### M3 wires

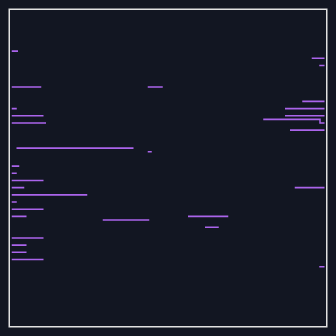
### Sequential cells colored by netlist name

Other sequential cells in the stronger gray, the rest of the logic in the fainter gray.
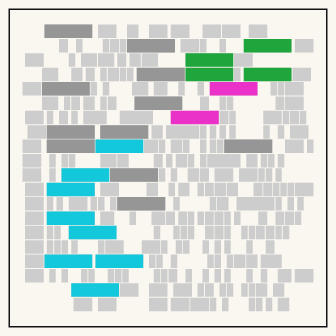
### Wiring heat map

12 x 12 tiles, from black (low) to pale yellow (high), scaled to the fullest tile. Values are wire area over tile area, all layers added.
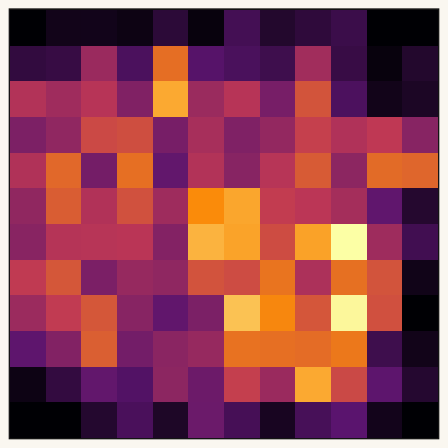
### Placed standard cells

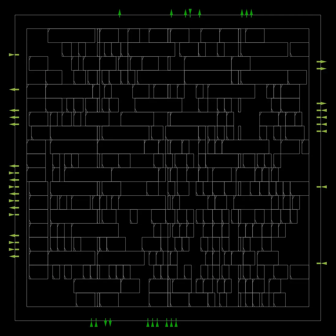
<file path="src/rtl/demux_stream_sched.sv">
// 1x4 stream demux controller: steers each accepted word to one channel (addressed or
// round-robin over enabled channels) through a registered single-entry output stage.
module demux_stream_sched #(
    parameter int unsigned DATA_W = 8,
    parameter int unsigned CNT_W  = 8
) (
    input  logic              clk,
    input  logic              rst_n,
    input  logic              mode,
    input  logic [3:0]        en_mask,
    input  logic              in_valid,
    input  logic [DATA_W-1:0] in_data,
    input  logic [1:0]        in_dest,
    output logic              in_ready,
    output logic [3:0]        out_valid,
    output logic [DATA_W-1:0] out_data,
    input  logic [3:0]        out_ready,
    output logic [CNT_W-1:0]  drop_cnt,
    output logic              busy
);

    localparam int unsigned NCH   = 4;
    localparam int unsigned SEL_W = 2;

    typedef enum logic {
        S_EMPTY = 1'b0,
        S_FULL  = 1'b1
    } state_e;

    state_e              state_q, state_d;
    logic [DATA_W-1:0]   buf_data_q, buf_data_d;
    logic [SEL_W-1:0]    buf_sel_q, buf_sel_d;
    logic [SEL_W-1:0]    rr_ptr_q, rr_ptr_d;
    logic [CNT_W-1:0]    drop_cnt_q, drop_cnt_d;
    logic [NCH-1:0]      out_valid_q, out_valid_d;

    logic                rr_found;
    logic [SEL_W-1:0]    rr_tgt;
    logic [SEL_W-1:0]    rr_idx;
    logic                drain;
    logic                accept;
    logic                hit;
    logic                load;
    logic                drop;
    logic [SEL_W-1:0]    tgt;

    // First enabled channel at or after rr_ptr, wrapping modulo 4
    always_comb begin
        rr_found = 1'b0;
        rr_tgt   = rr_ptr_q;
        rr_idx   = rr_ptr_q;
        for (int i = 0; i < int'(NCH); i++) begin
            rr_idx = SEL_W'(rr_ptr_q + SEL_W'(i));
            if (!rr_found && en_mask[rr_idx]) begin
                rr_found = 1'b1;
                rr_tgt   = rr_idx;
            end
        end
    end

    // Handshake, target resolution and next-state
    always_comb begin
        state_d     = state_q;
        buf_data_d  = buf_data_q;
        buf_sel_d   = buf_sel_q;
        rr_ptr_d    = rr_ptr_q;
        drop_cnt_d  = drop_cnt_q;
        out_valid_d = '0;

        drain    = (state_q == S_FULL) && out_ready[buf_sel_q];
        in_ready = (state_q == S_EMPTY) || out_ready[buf_sel_q];
        accept   = in_valid && in_ready;
        tgt      = mode ? rr_tgt : in_dest;
        hit      = mode ? rr_found : en_mask[in_dest];
        load     = accept && hit;
        drop     = accept && !hit;

        case (state_q)
            S_EMPTY: if (load) state_d = S_FULL;
            S_FULL: begin
                if (load)       state_d = S_FULL;
                else if (drain) state_d = S_EMPTY;
            end
            default: state_d = S_EMPTY;
        endcase

        if (load) begin
            buf_data_d = in_data;
            buf_sel_d  = tgt;
            if (mode) rr_ptr_d = SEL_W'(tgt + SEL_W'(1));
        end

        if (drop && (drop_cnt_q != {CNT_W{1'b1}})) begin
            drop_cnt_d = CNT_W'(drop_cnt_q + CNT_W'(1));
        end

        if (state_d == S_FULL) begin
            out_valid_d = NCH'(NCH'(1) << buf_sel_d);
        end
    end

    always_ff @(posedge clk or negedge rst_n) begin
        if (!rst_n) begin
            state_q     <= S_EMPTY;
            buf_data_q  <= '0;
            buf_sel_q   <= '0;
            rr_ptr_q    <= '0;
            drop_cnt_q  <= '0;
            out_valid_q <= '0;
        end else begin
            state_q     <= state_d;
            buf_data_q  <= buf_data_d;
            buf_sel_q   <= buf_sel_d;
            rr_ptr_q    <= rr_ptr_d;
            drop_cnt_q  <= drop_cnt_d;
            out_valid_q <= out_valid_d;
        end
    end

    assign out_valid = out_valid_q;
    assign out_data  = buf_data_q;
    assign drop_cnt  = drop_cnt_q;
    assign busy      = (state_q == S_FULL);

endmodule
</file>
<file path="config.mk">
export PLATFORM = sky130hd
export DESIGN_NAME = demux_stream_sched
export DESIGN_NICKNAME = d
export VERILOG_FILES = /design/src/rtl/demux_stream_sched.sv
export SDC_FILE = /design/constraint.sdc
export NUM_CORES = 1
export LEC_CHECK = 0
export ABC_AREA = 1
export ABC_CLOCK_PERIOD_IN_PS = 3500
export CAP_MARGIN = 20
export CORE_MARGIN = 2
export CORE_UTILIZATION = 51
export DETAILED_ROUTE_END_ITERATION = 16
export GPL_TIMING_DRIVEN = 1
export PLACE_DENSITY_LB_ADDON = 0.1
export SETUP_SLACK_MARGIN = 0.02
export SLEW_MARGIN = 25
export SYNTH_ARGS = -nofsm -noshare
export SYNTH_HDL_FRONTEND = slang
export SYNTH_SLANG_ARGS = --single-unit
</file>
<file path="constraint.sdc">
create_clock -name clk -period 3.5 [get_ports clk]
set_clock_uncertainty 0.15 [all_clocks]
set_input_delay 0.7 -clock clk [delete_from_list [all_inputs] [get_ports clk]]
set_output_delay 0.7 -clock clk [all_outputs]
set_load 0.01 [all_outputs]
</file>
==> reports/qor.log <==
[run_status] run status complete, no violations
[cts] Skew-Pair Late Insertion Delay 320 ps
[job] number of warnings the tools reported 26
[global_route] initial antenna violation count 0
[finish] count of filler cells inserted in the layout 273
[final_timing] Relative slew margins 68.94%
[cts] Sinks on Clock Net 25
[placed_design] weighted congestion reported at the end of routability-driven placement 0.8472
[setup_path] Worst Path Arrival 1970 ps
[cts] buffers from clock root to sink, at most 2
[cts] count of instances resized after the clock tree is built 0
[cts] clock slew seen by the registers of the worst setup and hold paths 120 ps
[finish] Area Overhead vs Synth 30.42%
[synthesis] # Cells Yosys 221
[setup_path] Req. time, crit path 2650 ps
[drt] Initial DRC Count 76
[final_timing] period utilization 80.56%
[placed_design] half-perimeter wire length after placement 2611 um
[global_route] number of global-route vias before repair 1369
[drt] Antenna Violating Nets Remaining 0
[synthesis] yosys-reported design area after synthesis 1588 um^2
[synthesis] sequential-to-total area share from yosys stat 39.40%
[drt] number of vias per cell after detailed routing 5.054
[setup_path] sort of element at the start of the critical path primary input
[global_route] remaining global-route overflow 0
[power_and_ir_drop] Net Switching 0.7724 mW
[synthesis] cell count after synthesis 221
[global_route] global-route wire length before repair 5892 um
[synthesis] Synthesis Warnings 0
[final_timing] crit path time final 2820 ps
[drt] final routed DRC violation total 0
[cts] Post-CTS Repair Setup Buffers 0
[global_route] largest net degree at the start of global routing 26
[final_timing] number of pins with negative max-slew slack in the final report 0
[synthesis] cell types occupying the most area after synthesis dfrtp_1 (39%), nand2_1 (23%), nand3_1 (7.2%)
[finish] non-filler cells in the finished layout 299
[job] max-cap viol count 0
About 'M3 wires':
main direction = horizontal
wire length on this layer = 156 um
vias after detailed routing: 1511
GR met3 Demand/Resource: 3.896%

About 'Sequential cells colored by netlist name':
`out_valid` -> green  # flops 4, where upper right
`out_data` -> cyan  # flops 8
`buf_sel_q` -> magenta  # flops 2
flip-flop and latch share of the layout cell area: 30.21%
Finished Core Util: 68.96%
sequential cell area: 625.6 um^2

About 'Wiring heat map':
emptiest ninth of the die = upper right
fullest tile = 0.39
mean over tiles = 0.15
tiles over half the peak = 31%
densest ninth of the die = center
Routed WL: 3365 um
overall fraction of global-route tracks in use: 21.58%

About 'Placed standard cells':
total number of placement rows: 20
tapcells inserted: 33

-- synth_stat cells (all sizes together) --
cell and n:
nor3 1, nand3 28, or2 1, o211ai 1, nand2 104, xnor2 3, xor2 4, nand4 8
inv 22, o21ai 5, buf 3, ha 1, o22ai 1, dfrtp 25, nor2 13, a21oi 1
-- flip-flops by register name, indices dropped and copies added (netlist names) --
signal	cells
drop_cnt	8
rr_ptr_q	2
out_valid	4
busy	1
out_data	8
buf_sel_q	2
-- power by group through the flow --
stage	Combinational, mW	Sequential [mW]	Clock [mW]
5_1_grt	1.11	0.525	0.146
2_1_floorplan	0.651	0.525	0
3_5_place_dp	0.999	0.511	0
3_3_place_gp	0.982	0.512	0
6_report	0.993	0.509	0.126
4_1_cts	1.00	0.508	0.130
-- cells by family (layout without fill, tap and decap cells) --
| logic type | after synthesis | after routing | share of synthesized area (%) |
|---|---|---|---|
| flip-flops | 25 | 25 | 39.40 |
| adder cells (fa/ha/maj) | 1 | 1 | 0.7879 |
| buffers and inverters | 25 | 70 | 6.619 |
| AND-OR/OR-AND | 8 | 8 | 2.758 |
| XOR/XNOR | 7 | 7 | 3.861 |
| AND/OR/NAND/NOR | 155 | 155 | 46.57 |
-- through the flow --
step           total power, mW  util [%]  setup slack [ps]  hold slack (ps)  cell area (um^2)
3_5_place_dp             1.510     68.08             674.0            318.4              2044
2_1_floorplan            1.176         -              1546            254.4              1588
3_3_place_gp             1.494     68.08             686.7            317.9              2044
5_1_grt                  1.785     68.96             598.5            373.4              2071
6_report                 1.628     68.96             680.4            348.1              2071
4_1_cts                  1.642     68.96             671.3            350.8              2071
-- layer usage --
metal / vias to the layer above / routed length, um / track usage, %
met3: 5 / 155 / 3.896
li1: 796 / - / -
met4: 0 / 43 / 7.302
met2: 33 / 1573 / 35.56
met5: - / 0 / 0
met1: 677 / 1591 / 28.53
-- final timing paths --
| path | from | end | depth (start not counted) |
|---|---|---|---|
| setup / recovery | out_ready[0] | in_ready | 6 |
| hold / removal | out_data[7]$_DFFE_PN0P_ | out_data[7]$_DFFE_PN0P_ | 2 |
| setup reg to reg | rr_ptr_q[0]$_DFFE_PN0P_ | out_valid[0]$_DFF_PN0_ | 12 |
| hold reg to reg | out_data[7]$_DFFE_PN0P_ | out_data[7]$_DFFE_PN0P_ | 2 |
| max in group asynchronous | rst_n | out_data[6]$_DFFE_PN0P_ | 2 |
| min in group asynchronous | rst_n | busy$_DFF_PN0_ | 2 |
-- cell type report --
cell class	count	area, um^2	share of cell area [%]
Clock buffer	4	26.28	1.269
Inverter	22	82.58	3.988
Multi-Input combinational cell	171	857.1	41.39
Sequential cell	25	625.6	30.21
Tap cell	33	41.29	1.994
Timing Repair Buffer	44	437.9	21.15
-- critical path, stage by stage --
cell	delay, ps
clkdlybuf4s50_1	460
nand2_1	50
nand2_1	70
nand2_1	40
nand2_1	100
clkdlybuf4s50_1	550
Power is estimated from default activity; no workload was simulated.
